==> images/power_grid.png <==
Bar = 20 µm. Pins as bars on the die edge. Tap cells in grey.
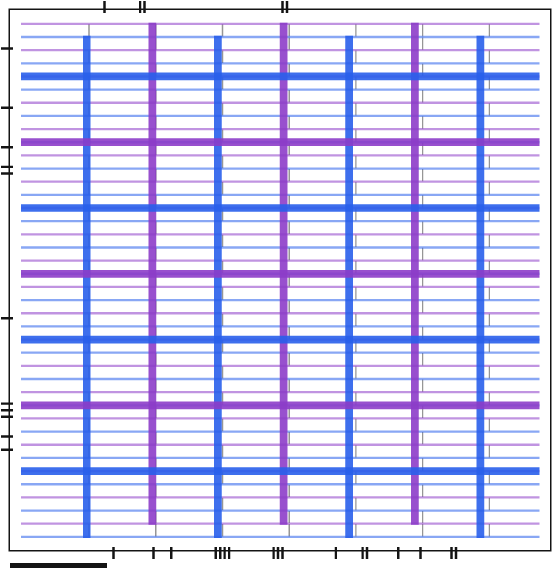
==> images/placement_by_type.png <==
Bar = 20 µm.
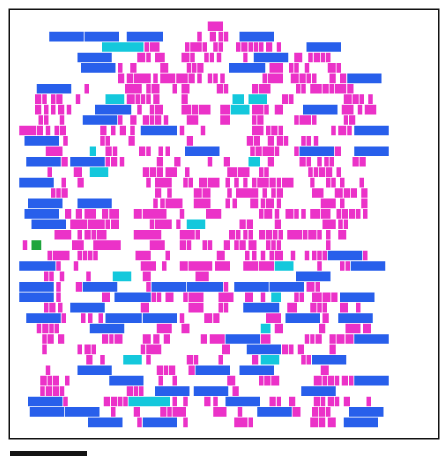
Design uart_baud_tick_gen, sky130hd; sources not shown.
==> reports/metrics.yaml <==
crit_top_cell: "nand2_1"
grt_pass1_vias: 3835
nNonClkInverters: 79
dp_cells: 742
comb_cells: 450
area_growth_pct: 6.91
common_cells: "nand2_1, inv_1, dfrtp_1, o21ai_0, nor2_1"
fmax_mhz: 187
crit_slowest_cell: "inv_1"
mux_share_pct: 0.648
nWellTaps: 143
r2r_cells: 25
yosys-top-cells-area: "dfrtp_1, nand2_1, o21ai_0, inv_1, dfstp_2"
dpl_cell_area_um2: 4740
switching_power_mw: 0.386
postSynthAreaPerCell_um2: 7.54
p_leak_nw: 2.38
dieArea_um2: 12500
worst_pin_slew_ns: 0.892
whs_path_depth: 2
route.vias.total: 3913
largestPowerGroup: "registers"
run_status: "completed"
whs_ns: 0.279
fp_nets: 653
lay_top_cells: "nand2_1, inv_1, dfrtp_1"
rrSetupSlack_ns: 3.38
setup_viol_count_final: 0
wl_met2_mm: 5.43
ys_seq_elements: 69
cts.sinks: 69
root_buffer: "clkbuf_8"
grt_antenna_before_repair: 0
portBuffers: 0
p_clk_share_pct: 29.7
intPower_mw: 0.679
largest_class: "combinational gates"
num-fill-cells: 1159
syn_area_um2: 4640
worstPathArrival_ns: 5.45
yosysMostFrequentCell: "nand2_1"
synthSimpleGateAreaFrac_pct: 35.1
maxCapViolations: 0
seq_cells: 69
drtIter0Drc: 274
power_density_nw_per_um2: 215
hold_path.class: "flop to flop"
antenna_left: 0
Notes on power_grid.png above:
net	colour
VDD	purple
VSS	blue
met5 straps	7
rows	39
signal pins	33
Die Height: 112 µm
Core Area: 11400 µm²
Die Width: 112 µm
Max VDD drop: 0.0921 mV

Notes on placement_by_type.png above:
class	colour	cells	share of their area
combinational and other logic	magenta	529	59%
sequential cells	blue	69	36%
remaining buffers and delay cells	green	1	0.16%
clock drivers and dummy loads	cyan	16	4.6%
Seq/total area: 35.1%
cell row count: 39
finished layout cell area: 4960 µm²
Final Util: 43.6%

